[config.mk]
export PLATFORM = sky130hd
export DESIGN_NAME = quotient_table_ctrl_flat
export DESIGN_NICKNAME = d
export VERILOG_FILES = /design/src/rtl/quotient_table_ctrl_if.sv /design/src/rtl/quotient_table_ctrl.sv /design/src/flat_wrapper.sv
export SDC_FILE = /design/constraint.sdc
export NUM_CORES = 1
export LEC_CHECK = 0
export CORE_AREA = 2 2 70 72
export CTS_CLUSTER_DIAMETER = 120
export DETAILED_ROUTE_END_ITERATION = 12
export DIE_AREA = 0 0 72 74
export DONT_BUFFER_PORTS = 1
export GPL_TIMING_DRIVEN = 0
export MAX_ROUTING_LAYER = met4
export SKIP_LAST_GASP = 1
export SYNTH_ARGS = -nofsm -noshare
export SYNTH_HDL_FRONTEND = slang
export SYNTH_SLANG_ARGS = --single-unit
[constraint.sdc]
create_clock -name clock -period 1.4 [get_ports clock]
set_clock_uncertainty 0.1 [all_clocks]
set_input_delay 0.21 -clock clock [delete_from_list [all_inputs] [get_ports clock]]
set_output_delay 0.21 -clock clock [all_outputs]
set_load 0.05 [all_outputs]
[src/rtl/quotient_table_ctrl_if.sv]
// ---------------------------------------------------------------------------
// quotient_table_ctrl_if
// Bundles every non-clock/reset signal of the quotient-table controller:
//   - load stream   : load_start, load_valid/load_ready, load_data
//   - status        : table_valid, busy
//   - lookup ports  : req{0,1}_valid/ready/addr, resp{0,1}_valid/data
//   - table RAM port: tbl_wen/waddr/wdata (write), tbl_raddr/tbl_rdata (read)
// master = surrounding system (loader, requesters, RAM); slave = controller.
// ---------------------------------------------------------------------------
interface quotient_table_ctrl_if #(
   parameter int unsigned RDATA_WIDTH_BITS = 3,
   parameter int unsigned RADDR_WIDTH      = 4,
   parameter int unsigned WDATA_WIDTH_BITS = 6,
   parameter int unsigned WADDR_WIDTH      = 1
);
   localparam int unsigned ENTRY_W = 1 << RDATA_WIDTH_BITS;
   localparam int unsigned WORD_W  = 1 << WDATA_WIDTH_BITS;

   // load stream and status
   logic                   load_start;
   logic                   load_valid;
   logic                   load_ready;
   logic [WORD_W-1:0]      load_data;
   logic                   table_valid;
   logic                   busy;

   // lookup requesters
   logic                   req0_valid;
   logic                   req0_ready;
   logic [RADDR_WIDTH-1:0] req0_addr;
   logic                   req1_valid;
   logic                   req1_ready;
   logic [RADDR_WIDTH-1:0] req1_addr;
   logic                   resp0_valid;
   logic [ENTRY_W-1:0]     resp0_data;
   logic                   resp1_valid;
   logic [ENTRY_W-1:0]     resp1_data;

   // table RAM
   logic                   tbl_wen;
   logic [WADDR_WIDTH-1:0] tbl_waddr;
   logic [WORD_W-1:0]      tbl_wdata;
   logic [RADDR_WIDTH-1:0] tbl_raddr;
   logic [ENTRY_W-1:0]     tbl_rdata;

   modport master (
      output load_start, load_valid, load_data,
      output req0_valid, req0_addr, req1_valid, req1_addr,
      output tbl_rdata,
      input  load_ready, table_valid, busy,
      input  req0_ready, req1_ready,
      input  resp0_valid, resp0_data, resp1_valid, resp1_data,
      input  tbl_wen, tbl_waddr, tbl_wdata, tbl_raddr
   );

   modport slave (
      input  load_start, load_valid, load_data,
      input  req0_valid, req0_addr, req1_valid, req1_addr,
      input  tbl_rdata,
      output load_ready, table_valid, busy,
      output req0_ready, req1_ready,
      output resp0_valid, resp0_data, resp1_valid, resp1_data,
      output tbl_wen, tbl_waddr, tbl_wdata, tbl_raddr
   );
endinterface

[src/rtl/quotient_table_ctrl.sv]
// ---------------------------------------------------------------------------
// quotient_table_ctrl
// Fills the divider's quotient-selection table RAM from a valid/ready word
// stream after each load_start, then arbitrates lookups from two requesters
// onto the single asynchronous read port (round-robin). Each granted lookup
// returns a registered response one cycle after its handshake.
// Ports:
//   clock   - rising-edge clock
//   reset_n - asynchronous active-low reset
//   bus     - quotient_table_ctrl_if.slave (load stream, status, lookup
//             requesters/responses, table RAM read/write port)
// ---------------------------------------------------------------------------
module quotient_table_ctrl #(
   parameter int unsigned RDATA_WIDTH_BITS = 3,
   parameter int unsigned RADDR_WIDTH      = 4,
   parameter int unsigned WDATA_WIDTH_BITS = 6,
   parameter int unsigned WADDR_WIDTH      = 1
) (
   input logic                  clock,
   input logic                  reset_n,
   quotient_table_ctrl_if.slave bus
);
   localparam int unsigned ENTRY_W   = 1 << RDATA_WIDTH_BITS;
   localparam int unsigned WORD_W    = 1 << WDATA_WIDTH_BITS;
   localparam int unsigned NUM_WORDS = 1 << WADDR_WIDTH;
   localparam logic [WADDR_WIDTH-1:0] LAST_WORD = WADDR_WIDTH'(NUM_WORDS - 1);

   typedef enum logic [1:0] {
      ST_IDLE  = 2'd0,
      ST_LOAD  = 2'd1,
      ST_READY = 2'd2
   } state_t;

   state_t                 r_state;
   logic [WADDR_WIDTH-1:0] r_cnt;
   logic                   r_rr_ptr;
   logic                   r_resp0_valid;
   logic [ENTRY_W-1:0]     r_resp0_data;
   logic                   r_resp1_valid;
   logic [ENTRY_W-1:0]     r_resp1_data;

   state_t                 w_state_nxt;
   logic [WADDR_WIDTH-1:0] w_cnt_nxt;
   logic                   w_rr_nxt;
   logic                   w_load_ready;
   logic                   w_load_hs;
   logic                   w_gnt0;
   logic                   w_gnt1;

   // State, word counter and round-robin pointer registers
   always_ff @(posedge clock or negedge reset_n) begin
      if (!reset_n) begin
         r_state  <= ST_IDLE;
         r_cnt    <= '0;
         r_rr_ptr <= 1'b0;
      end else begin
         r_state  <= w_state_nxt;
         r_cnt    <= w_cnt_nxt;
         r_rr_ptr <= w_rr_nxt;
      end
   end

   // Next-state, load handshake and lookup arbitration
   always_comb begin
      w_state_nxt  = r_state;
      w_cnt_nxt    = r_cnt;
      w_rr_nxt     = r_rr_ptr;
      w_load_ready = 1'b0;
      w_load_hs    = 1'b0;
      w_gnt0       = 1'b0;
      w_gnt1       = 1'b0;

      case (r_state)
         ST_IDLE: begin
         end
         ST_LOAD: begin
            w_load_ready = 1'b1;
            if (bus.load_valid) begin
               w_load_hs = 1'b1;
               w_cnt_nxt = r_cnt + WADDR_WIDTH'(1);
               if (r_cnt == LAST_WORD) begin
                  w_state_nxt = ST_READY;
               end
            end
         end
         ST_READY: begin
            // Pointer names the favoured side only when both requesters collide
            if (bus.req0_valid && bus.req1_valid) begin
               w_gnt0 = ~r_rr_ptr;
               w_gnt1 = r_rr_ptr;
            end else begin
               w_gnt0 = bus.req0_valid;
               w_gnt1 = bus.req1_valid;
            end
            if (w_gnt0) begin
               w_rr_nxt = 1'b1;
            end else if (w_gnt1) begin
               w_rr_nxt = 1'b0;
            end
         end
         default: begin
            w_state_nxt = ST_IDLE;
         end
      endcase

      // load_start overrides everything: restart the fill, block the word and any grant
      if (bus.load_start) begin
         w_state_nxt  = ST_LOAD;
         w_cnt_nxt    = '0;
         w_rr_nxt     = r_rr_ptr;
         w_load_ready = 1'b0;
         w_load_hs    = 1'b0;
         w_gnt0       = 1'b0;
         w_gnt1       = 1'b0;
      end
   end

   // Lookup responses: capture the asynchronous read data at the grant edge
   always_ff @(posedge clock or negedge reset_n) begin
      if (!reset_n) begin
         r_resp0_valid <= 1'b0;
         r_resp0_data  <= '0;
         r_resp1_valid <= 1'b0;
         r_resp1_data  <= '0;
      end else begin
         r_resp0_valid <= w_gnt0;
         r_resp1_valid <= w_gnt1;
         if (w_gnt0) begin
            r_resp0_data <= bus.tbl_rdata;
         end
         if (w_gnt1) begin
            r_resp1_data <= bus.tbl_rdata;
         end
      end
   end

   // Status
   assign bus.load_ready  = w_load_ready;
   assign bus.busy        = (r_state == ST_LOAD);
   assign bus.table_valid = (r_state == ST_READY);

   // Grants
   assign bus.req0_ready = w_gnt0;
   assign bus.req1_ready = w_gnt1;

   // Responses
   assign bus.resp0_valid = r_resp0_valid;
   assign bus.resp0_data  = r_resp0_data;
   assign bus.resp1_valid = r_resp1_valid;
   assign bus.resp1_data  = r_resp1_data;

   // Table write port is quiet (all zero) except on an accepted load word
   assign bus.tbl_wen   = w_load_hs;
   assign bus.tbl_waddr = w_load_hs ? r_cnt : '0;
   assign bus.tbl_wdata = w_load_hs ? bus.load_data : WORD_W'(0);

   // Read address follows the granted requester; parked at 0 outside READY
   assign bus.tbl_raddr = (r_state != ST_READY) ? '0 :
                          (w_gnt1 ? bus.req1_addr : bus.req0_addr);

endmodule

[src/flat_wrapper.sv]
// flat-port wrapper written by rule: the top's interface ports become plain ports
module quotient_table_ctrl_flat 
#(
   parameter int unsigned RDATA_WIDTH_BITS = 3,
   parameter int unsigned RADDR_WIDTH      = 4,
   parameter int unsigned WDATA_WIDTH_BITS = 6,
   parameter int unsigned WADDR_WIDTH      = 1
)
  (clock, reset_n, bus_load_start, bus_load_valid, bus_load_data, bus_req0_valid, bus_req0_addr, bus_req1_valid, bus_req1_addr, bus_tbl_rdata, bus_load_ready, bus_table_valid, bus_busy, bus_req0_ready, bus_req1_ready, bus_resp0_valid, bus_resp0_data, bus_resp1_valid, bus_resp1_data, bus_tbl_wen, bus_tbl_waddr, bus_tbl_wdata, bus_tbl_raddr);
  quotient_table_ctrl_if #(.RDATA_WIDTH_BITS(RDATA_WIDTH_BITS), .RADDR_WIDTH(RADDR_WIDTH), .WDATA_WIDTH_BITS(WDATA_WIDTH_BITS), .WADDR_WIDTH(WADDR_WIDTH)) bus_i ();
  input logic clock;
  input logic reset_n;
  input wire logic [$bits(bus_i.load_start)-1:0] bus_load_start;
  input wire logic [$bits(bus_i.load_valid)-1:0] bus_load_valid;
  input wire logic [$bits(bus_i.load_data)-1:0] bus_load_data;
  input wire logic [$bits(bus_i.req0_valid)-1:0] bus_req0_valid;
  input wire logic [$bits(bus_i.req0_addr)-1:0] bus_req0_addr;
  input wire logic [$bits(bus_i.req1_valid)-1:0] bus_req1_valid;
  input wire logic [$bits(bus_i.req1_addr)-1:0] bus_req1_addr;
  input wire logic [$bits(bus_i.tbl_rdata)-1:0] bus_tbl_rdata;
  output wire logic [$bits(bus_i.load_ready)-1:0] bus_load_ready;
  output wire logic [$bits(bus_i.table_valid)-1:0] bus_table_valid;
  output wire logic [$bits(bus_i.busy)-1:0] bus_busy;
  output wire logic [$bits(bus_i.req0_ready)-1:0] bus_req0_ready;
  output wire logic [$bits(bus_i.req1_ready)-1:0] bus_req1_ready;
  output wire logic [$bits(bus_i.resp0_valid)-1:0] bus_resp0_valid;
  output wire logic [$bits(bus_i.resp0_data)-1:0] bus_resp0_data;
  output wire logic [$bits(bus_i.resp1_valid)-1:0] bus_resp1_valid;
  output wire logic [$bits(bus_i.resp1_data)-1:0] bus_resp1_data;
  output wire logic [$bits(bus_i.tbl_wen)-1:0] bus_tbl_wen;
  output wire logic [$bits(bus_i.tbl_waddr)-1:0] bus_tbl_waddr;
  output wire logic [$bits(bus_i.tbl_wdata)-1:0] bus_tbl_wdata;
  output wire logic [$bits(bus_i.tbl_raddr)-1:0] bus_tbl_raddr;
  assign bus_i.load_start = bus_load_start;
  assign bus_i.load_valid = bus_load_valid;
  assign bus_i.load_data = bus_load_data;
  assign bus_i.req0_valid = bus_req0_valid;
  assign bus_i.req0_addr = bus_req0_addr;
  assign bus_i.req1_valid = bus_req1_valid;
  assign bus_i.req1_addr = bus_req1_addr;
  assign bus_i.tbl_rdata = bus_tbl_rdata;
  assign bus_load_ready = bus_i.load_ready;
  assign bus_table_valid = bus_i.table_valid;
  assign bus_busy = bus_i.busy;
  assign bus_req0_ready = bus_i.req0_ready;
  assign bus_req1_ready = bus_i.req1_ready;
  assign bus_resp0_valid = bus_i.resp0_valid;
  assign bus_resp0_data = bus_i.resp0_data;
  assign bus_resp1_valid = bus_i.resp1_valid;
  assign bus_resp1_data = bus_i.resp1_data;
  assign bus_tbl_wen = bus_i.tbl_wen;
  assign bus_tbl_waddr = bus_i.tbl_waddr;
  assign bus_tbl_wdata = bus_i.tbl_wdata;
  assign bus_tbl_raddr = bus_i.tbl_raddr;
  quotient_table_ctrl #(.RDATA_WIDTH_BITS(RDATA_WIDTH_BITS), .RADDR_WIDTH(RADDR_WIDTH), .WDATA_WIDTH_BITS(WDATA_WIDTH_BITS), .WADDR_WIDTH(WADDR_WIDTH)) u_core (.clock(clock), .reset_n(reset_n), .bus(bus_i));
endmodule
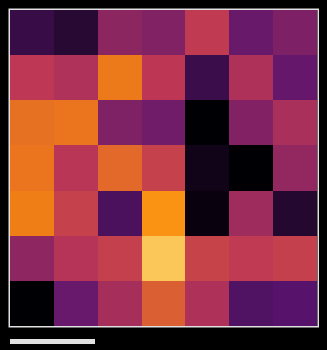
Run 1: placement density heat map
Scale bar: 20 um. 7 x 7 tiles, from black (low) to pale yellow (high), 0 to 100% covered.
- mean over tiles: 40%
- tiles over 75% full: 4.1%
- emptiest ninth of the die: right middle
- fullest tile: 88%
- nearly empty tiles: 6.1%

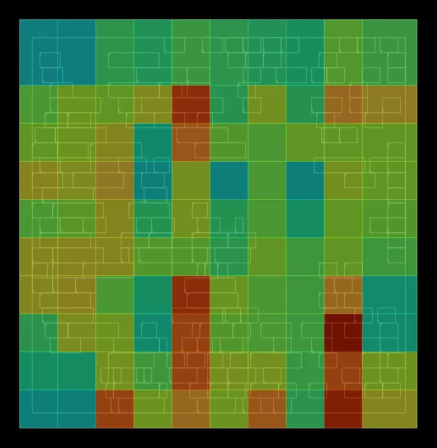
Run 1: routing congestion
routing usage on met1: 15.0%
overall track demand over capacity in global routing: 16.0%
most heavily used metal layer in global routing: met2

==> summary.txt, run 1 <==
Quick summary of the implementation run below.

For this configuration, the core starts out at a cell density of between 30% and 40%. The core region is 4600 um2. Per the gpl log, the routability congestion estimate is between 0.7 and 0.8.

The area fraction in mux cells came out at 16.9%. The synthesis report names the predominant flop master as sky130_fd_sc_hd__dfrtp_1. The total stage count of the critical path came out at 4. STA lists the endpoint of the worst register-to-register path as u_core.bus.resp1_data[3]. The chip area from the yosys synthesis statistics came out at approximately 1400 um2. The layout cell share with drive strength beyond 1 came out at 70.6%. The clock share of power is 18.1%. On the critical path the largest part of the delay comes from flip-flops.

The run finished, with violations left. The net switching power is around 0.9 mW. Setup repair after global routing could not meet its margin everywhere. The final worst-path setup slack is -0.568 ns. The biggest fanout along the worst timing path came out at 5. The combinational share of power came out at between 40% and 50%. The number of synthesized register bits is 22. Walking the worst path, the cells encountered are nor3b_4 -> nand3_4 -> buf_12 -> mux2i_4. The die area came out at 5330 um2. The number of synthesized flops with an enable pin came out at 0. The total setup violations reported at the end of the flow is ~90. The final reports fail on setup timing. For the worst reg-to-reg path, the startpoint reported by OpenROAD is u_core.r_state[0]. OpenSTA lists the critical path endpoint as bus_tbl_raddr[0]. In this run the VDD rail shows a maximum IR drop of between 0.6 and 0.7 mV. The power report shows net switching accounting for between 40% and 50% of the total. The antenna cell count came out at 0.

TritonRoute reported its final design rule violation total as 0.
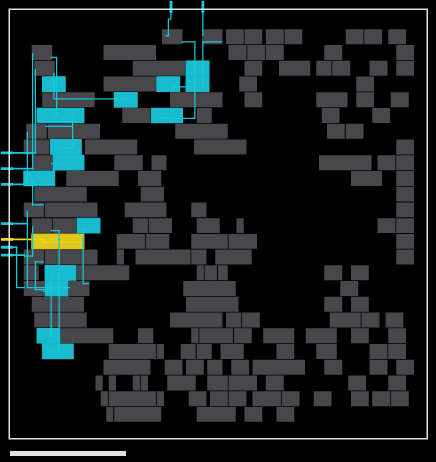
Run 1: I/O nets highlighted
Scale bar: 20 um.
- `bus_tbl_rdata`: cyan (bits 8; direction input; edge 6 left, 2 top; end cells 16; buffers 11; wire 247 um)
- `bus_resp1_valid`: yellow (bits 1; direction output; edge left; end cells 1; buffers 0; wire 12.7 um)
port bufs: 0
io pins: 179

run 1: area by class of cell:
class	instances	area, um2
plain buffers	8	135
clock buffers	4	45.0
fillers	427	2400
inverters	6	30.0
multi-input cells	106	1050
flip-flops and latches	22	552
well taps	54	67.6
repair buffers	31	320
run 1: repair_timing:
item | 4_1_cts | 5_1_grt
buffers inserted | 15 | 3
endpoints found under the hold margin | 34 | 7
gates resized | 10 | 12
pin swaps | 5 | 9
setup endpoints to repair | 93 | 117
cloned | 1 | 1
hold buffers | 9 | 5
run 1: registers in the layout, indices dropped and copies added, names as in the netlist:
signal	flops
u_core.bus.resp0_valid	1
u_core.r_state	2
u_core.bus.resp1_data	8
u_core.r_cnt	1
u_core.bus.resp1_valid	1
u_core.bus.resp0_data	8
u_core.r_rr_ptr	1
run 1: worst reg2reg max path, cell delays in order (launching register included):
cell	delay, ns
sky130_fd_sc_hd__dfrtp_2	0.46
sky130_fd_sc_hd__nor3b_4	0.27
sky130_fd_sc_hd__nand3_4	0.12
sky130_fd_sc_hd__buf_4	0.15
sky130_fd_sc_hd__buf_6	0.10
sky130_fd_sc_hd__buf_6	0.10
sky130_fd_sc_hd__buf_6	0.10
sky130_fd_sc_hd__buf_6	0.11
sky130_fd_sc_hd__mux2_4	0.29
run 1: routing by layer:
metal | GRT usage [%] | vias to the layer above | wire length, um
li1 | - | 512 | -
met1 | 15.0 | 567 | 1400
met2 | 31.3 | 76 | 2730
met3 | 4.47 | 4 | 455
met4 | 5.24 | 0 | 46
met5 | - | - | 0
run 1: metrics by stage:
| step | total power, mW | area (um2) |
|---|---|---|
| detailed placement | 1.65 | 1800 |
| CTS | 2.09 | 2100 |
| global placement | 1.64 | 1800 |
| floorplan | 1.59 | 1730 |
| global route | 2.20 | 2200 |
| finish | 2.12 | 2200 |
Run 1, placement by cell class:
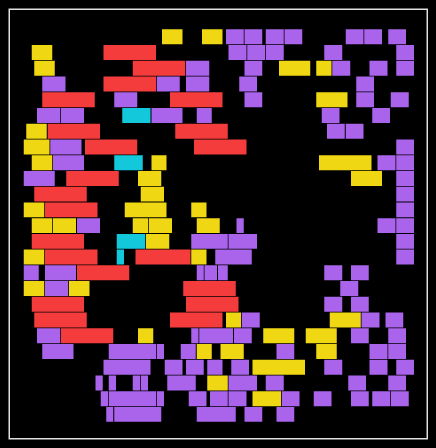

==> run 2: changes to the inputs <==
--- a/config.mk
+++ b/config.mk
@@ -5,10 +5,11 @@
 export SDC_FILE = /design/constraint.sdc
 export NUM_CORES = 1
 export LEC_CHECK = 0
-export CORE_AREA = 2 2 70 72
+export CORE_AREA = 2 2 68 70
 export CTS_CLUSTER_DIAMETER = 120
+export CTS_CLUSTER_SIZE = 30
 export DETAILED_ROUTE_END_ITERATION = 12
-export DIE_AREA = 0 0 72 74
+export DIE_AREA = 0 0 70 72
 export DONT_BUFFER_PORTS = 1
 export GPL_TIMING_DRIVEN = 0
 export MAX_ROUTING_LAYER = met4
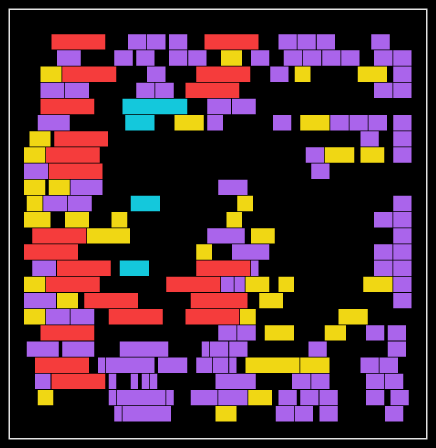
Run 2: placement by cell class
- combinational and other logic: purple (cells 112)
- clock drivers and dummy loads: cyan (cells 4)
- flops: red (cells 22)
- other buffers and delay cells: yellow (cells 37)

==> summary.txt, run 2 <==
Quick summary of the implementation run below.

The capture instance of the worst register-to-register path is u_core.bus.resp1_data[7] (was u_core.bus.resp1_data[3]). The number of synthesized flops with an enable pin is 0 (unchanged). Critical-path cell list: nor3b_4 -> nand3_4 -> buf_12 -> mux2i_4 (unchanged).

Most common logic cells in the final layout: 65 x sky130_fd_sc_hd__and2_4, 21 x sky130_fd_sc_hd__dfrtp_1, 11 x sky130_fd_sc_hd__clkbuf_8, 11 x sky130_fd_sc_hd__mux2_2, 11 x sky130_fd_sc_hd__dlygate4sd3_1 (was 65 x sky130_fd_sc_hd__and2_4, 21 x sky130_fd_sc_hd__dfrtp_1, 13 x sky130_fd_sc_hd__dlygate4sd3_1, 10 x sky130_fd_sc_hd__mux2_2, 8 x sky130_fd_sc_hd__buf_4). The overall routing resource usage came to 15.9% (was 16.0%). The beginning of the worst register-to-register path is u_core.r_state[0] (unchanged). The number of synthesized register bits is 22 (unchanged). The count of input and output buffers is 0 (unchanged). The stage-log warning count is 29 (unchanged).

The clock share of power came out at 25.1% (was 18.1%). The most used logic cell in the final layout is sky130_fd_sc_hd__and2_4 (unchanged). Cells taking the most area after synthesis: sky130_fd_sc_hd__dfrtp_1 39%, sky130_fd_sc_hd__and2_1 29%, sky130_fd_sc_hd__mux2_2 8.8% (unchanged). The kind of cell with the highest combined delay on the critical path is flip-flops (unchanged).

The maximum resistive drop on vdd is 0.770 mV (was 0.642 mV). The final routed DRC violation total is 0 (unchanged). The total power consumption of the routed design was 2.28 mW (was 2.12 mW). The chip area from the yosys synthesis statistics was 1410 um2 (unchanged).

The area fraction in mux cells is 16.9% (unchanged). The biggest fanout along the worst timing path is 5 (unchanged). The layout cell share with drive strength beyond 1 is 72.0% (was 70.6%). Violated checks: setup timing (unchanged). The proportion of total power due to net switching is 40.3% (was 43.4%). The post-detailed-route wirelength per cell came to 19.1 um (was 20.1 um). The antenna cell count is 0 (unchanged). The combinational share of power is 38.0% (was 42.2%). Setup repair after global routing missed its margin: yes (unchanged). The instance area after placement is 1800 um2 (about the same). The area of the core region is 4260 um2 (was 4600 um2).

The placer's final routability congestion estimate is 0.663 (was 0.758). The worst-case setup slack after placement came out at -0.465 ns (about the same). The net switching power came out at 0.918 mW (was 0.923 mW). The share of the core filled by cells before placement was 33.1% (was 30.7%). The die area came out at 5040 um2 (was 5330 um2). Run status: finished with violations (unchanged). The total stage count of the critical path came out at 4 (unchanged). The design area came to 2180 um2 (was 2200 um2).

The final worst-path setup slack came out at -0.574 ns (was -0.568 ns). The total setup violations reported at the end of the flow is 93 (was 91).
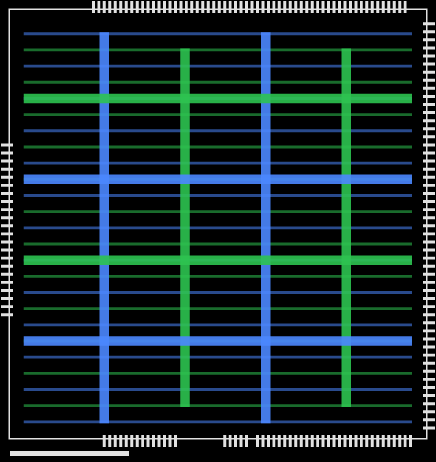
Run 2: power grid
Scale bar: 20 um. Pins as bars on the die edge.
- VDD: green
- VSS: blue
- met5 straps: 4
- met4 straps: 4
- signal pins: 179
- rows: 24
- met1 rails: 25

==> run 2: cell counts after synthesis <==
No cell type changed its count.
==> run 2: power groups by stage <==
stage | logic (mW) | registers, mW | clock network [mW]
6_report | 0.865 | 0.842 | 0.572
5_1_grt | 0.900 | 0.849 | 0.622
4_1_cts | 0.865 | 0.842 | 0.585
3_5_place_dp | 0.791 | 0.854 | 0
3_3_place_gp | 0.783 | 0.851 | 0
2_1_floorplan | 0.751 | 0.842 | 0
==> run 2: layout make-up <==
cell class / instances / area, um2
flip-flops and latches: 22 / 552
repair buffers: 29 / 285
multi-input cells: 106 / 1040
clock inverters: 1 / 30.0
fillers: 373 / 2090
plain buffers: 8 / 128
clock buffers: 3 / 41.3
inverters: 6 / 30.0
well taps: 52 / 65.1
==> run 2: layer usage <==
metal  vias to the layer above  GRT usage [%]  part of all wire, %
met5                         -              -                    0
met4                         0           1.92                    0
met3                         0           3.61                  8.9
met2                        73           29.7                   58
met1                       550           17.9                   33
li1                        511              -                    -
==> run 2: how the worst max path moves through the flow <==
stage / start / to / slack, ns
after floorplan: u_core.r_state[0] / bus_tbl_raddr[0] / -0.33
after CTS: u_core.r_state[0] / bus_tbl_raddr[0] / -0.61
final: u_core.r_state[0] / bus_tbl_raddr[0] / -0.57
after global placement: u_core.r_state[0] / bus_tbl_raddr[2] / -0.44
after detailed placement: u_core.r_state[0] / bus_tbl_raddr[0] / -0.47
after global routing: u_core.r_state[0] / bus_tbl_raddr[0] / -0.64
==> run 2: timing repair <==
action | 4_1_cts | 5_1_grt
hold buffers | 11 | 1
endpoints found under the hold margin | 39 | 1
gates cloned | 3 | 0
pin swaps | 7 | 3
endpoints found under the setup margin | 94 | 117
setup buffers | 13 | 4
gates resized | 8 | 6
Run 2, I/O nets highlighted:
Scale bar: 20 um.
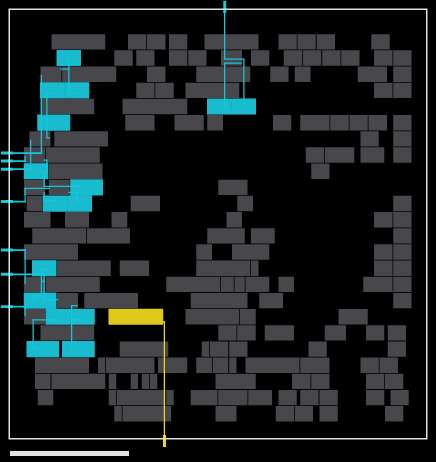

==> run 3: changes to the inputs <==
--- a/config.mk
+++ b/config.mk
@@ -5,11 +5,11 @@
 export SDC_FILE = /design/constraint.sdc
 export NUM_CORES = 1
 export LEC_CHECK = 0
-export CORE_AREA = 2 2 68 70
+export CORE_AREA = 2 2 69 71
 export CTS_CLUSTER_DIAMETER = 120
 export CTS_CLUSTER_SIZE = 30
 export DETAILED_ROUTE_END_ITERATION = 12
-export DIE_AREA = 0 0 70 72
+export DIE_AREA = 0 0 71 73
 export DONT_BUFFER_PORTS = 1
 export GPL_TIMING_DRIVEN = 0
 export MAX_ROUTING_LAYER = met4
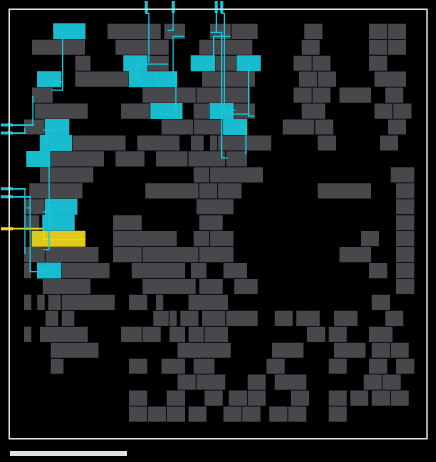
Run 3: I/O nets highlighted
Scale bar: 20 um.
- `bus_resp1_valid`: yellow (bits 1; direction output; edge left; end cells 1; buffers 0; wire 14.1 um)
- `bus_tbl_rdata`: cyan (bits 8; direction input; edge 4 left, 4 top; end cells 16; buffers 9; wire 201 um)

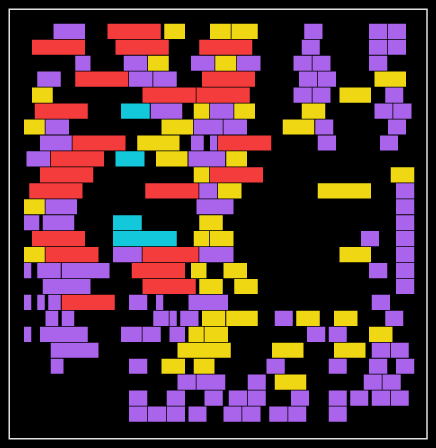
Run 3: placement by cell class
- combinational and other logic: purple (cells 112)
- flops: red (cells 22)
- other buffers and delay cells: yellow (cells 44)
- clock drivers and dummy loads: cyan (cells 4)

==> summary.txt, run 3 <==
Quick summary of the implementation run below.

Run status: finished with violations (unchanged). Violated checks: setup timing (unchanged). The met3 usage was 4.01% (was 3.61%). The final worst-path setup slack came out at -0.555 ns (was -0.574 ns).

The combinational cell power was 0.964 mW (was 0.865 mW). The most frequently used flop master after synthesis is sky130_fd_sc_hd__dfrtp_1 (unchanged). The wire length on met1 is 1740 um (was 1420 um). The total setup violations reported at the end of the flow came out at 95 (was 93). The biggest fanout along the worst timing path is 5 (unchanged). The wire length on met3 is 371 um (was 384 um).

The area of the core region is 4540 um2 (was 4260 um2). The most utilized layer in the global route result is met2 (unchanged). Cells taking the most area after synthesis: sky130_fd_sc_hd__dfrtp_1 39%, sky130_fd_sc_hd__and2_1 29%, sky130_fd_sc_hd__mux2_2 8.8% (unchanged). The clock share of power is 24.4% (was 25.1%).

The post-detailed-route wirelength per cell is 20.8 um (was 19.1 um). The instance area after placement came out at 1800 um2 (about the same). The share of the core filled by cells before placement came to 31.1% (was 33.1%). The overall routing resource usage was 18.0% (was 15.9%). The stage-log warning count is 29 (unchanged). The count of input and output buffers came out at 0 (unchanged).

The design area is 2320 um2 (was 2180 um2). The length of routed met2 wiring is 2780 um (was 2530 um). The horizontal die dimension came out at 71 um (was 70 um). The layout cell share with drive strength beyond 1 is 75.8% (was 72.0%). The final routed DRC violation total is 0 (unchanged). The total power consumption of the routed design is 2.39 mW (was 2.28 mW). The combinational share of power is 40.3% (was 38.0%). The tightest slew margin relative to the limit was 35.0% (was 36.5%). The number of setup buffers added after CTS is 15 (was 13).

The most used logic cell in the final layout was sky130_fd_sc_hd__and2_4 (unchanged). The die area is 5180 um2 (was 5040 um2). The global-route track usage on met1 came out at 20.5% (was 17.9%). The net switching power came out at 0.959 mW (was 0.918 mW). The number of synthesized flops with an enable pin was 0 (unchanged). The met2 global-route usage is 32.5% (was 29.7%). Setup repair after global routing missed its margin: yes (unchanged). The proportion of total power due to net switching is 40.1% (was 40.3%). The power group with the largest share is combinational logic (unchanged). The I/O pin total is 179 (unchanged). The power attributed to sequential cells came to 0.842 mW (about the same). The quantity of gates resized following cts came to 14 (was 8). The power consumed by the clock network is 0.584 mW (was 0.572 mW). The chip area from the yosys synthesis statistics is 1410 um2 (unchanged). The area fraction in mux cells came out at 16.9% (unchanged). The maximum resistive drop on vdd was 0.696 mV (was 0.770 mV). The worst-case setup slack after placement came out at -0.468 ns (was -0.465 ns).

The antenna cell count is 0 (unchanged).
==> run 3: cell counts after synthesis <==
Identical to the previous run, type by type.
==> run 3: worst paths after layout <==
| path | start | endpoint | slack, ns | cells past startpoint |
|---|---|---|---|---|
| max reg2reg | u_core.r_state[0] | u_core.bus.resp0_data[7] | -0.40 | 7 |
| min | bus_tbl_rdata[7] | u_core.bus.resp0_data[7] | 0.01 | 1 |
| min reg2reg | u_core.r_cnt | u_core.r_cnt | 0.48 | 2 |
| min in group asynchronous | reset_n | u_core.bus.resp0_data[3] | 0.07 | 1 |
| max in group asynchronous | reset_n | u_core.r_state[0] | 0.46 | 1 |
| max | u_core.r_state[0] | bus_tbl_raddr[2] | -0.56 | 4 |
==> run 3: worst max-delay path, cell delays in order (launching register included) <==
cell and delay, ns:
sky130_fd_sc_hd__dfrtp_2 0.46, sky130_fd_sc_hd__nor3b_4 0.25, sky130_fd_sc_hd__nand3_4 0.12, sky130_fd_sc_hd__buf_12 0.16, sky130_fd_sc_hd__mux2i_4 0.40
==> run 3: logic make-up after synthesis <==
logic type	count (synthesis)
mux	20
compound gates	3
flops	22
xor+xnor	1
simple gates	82
buf+inv	14
==> run 3: final cells by class <==
type | count | area [um2]
fillers | 409 | 2210
multi-input cells | 106 | 1060
flip-flops and latches | 22 | 552
repair buffers | 36 | 403
plain buffers | 8 | 135
well taps | 54 | 67.6
clock buffers | 3 | 41.3
clock inverters | 1 | 30.0
inverters | 6 | 30.0
==> run 3: stage by stage <==
stage,utilization (%),TNS (ns),hold WS [ns]
6_report,51.2,-41.81,0.0102
4_1_cts,48.4,-46.11,0.00229
5_1_grt,51.2,-48.09,0.00338
2_1_floorplan,-,-13.10,-0.186
3_5_place_dp,39.7,-22.39,-0.185
3_3_place_gp,39.7,-20.15,-0.185
Power and IR drop assume default switching activity.
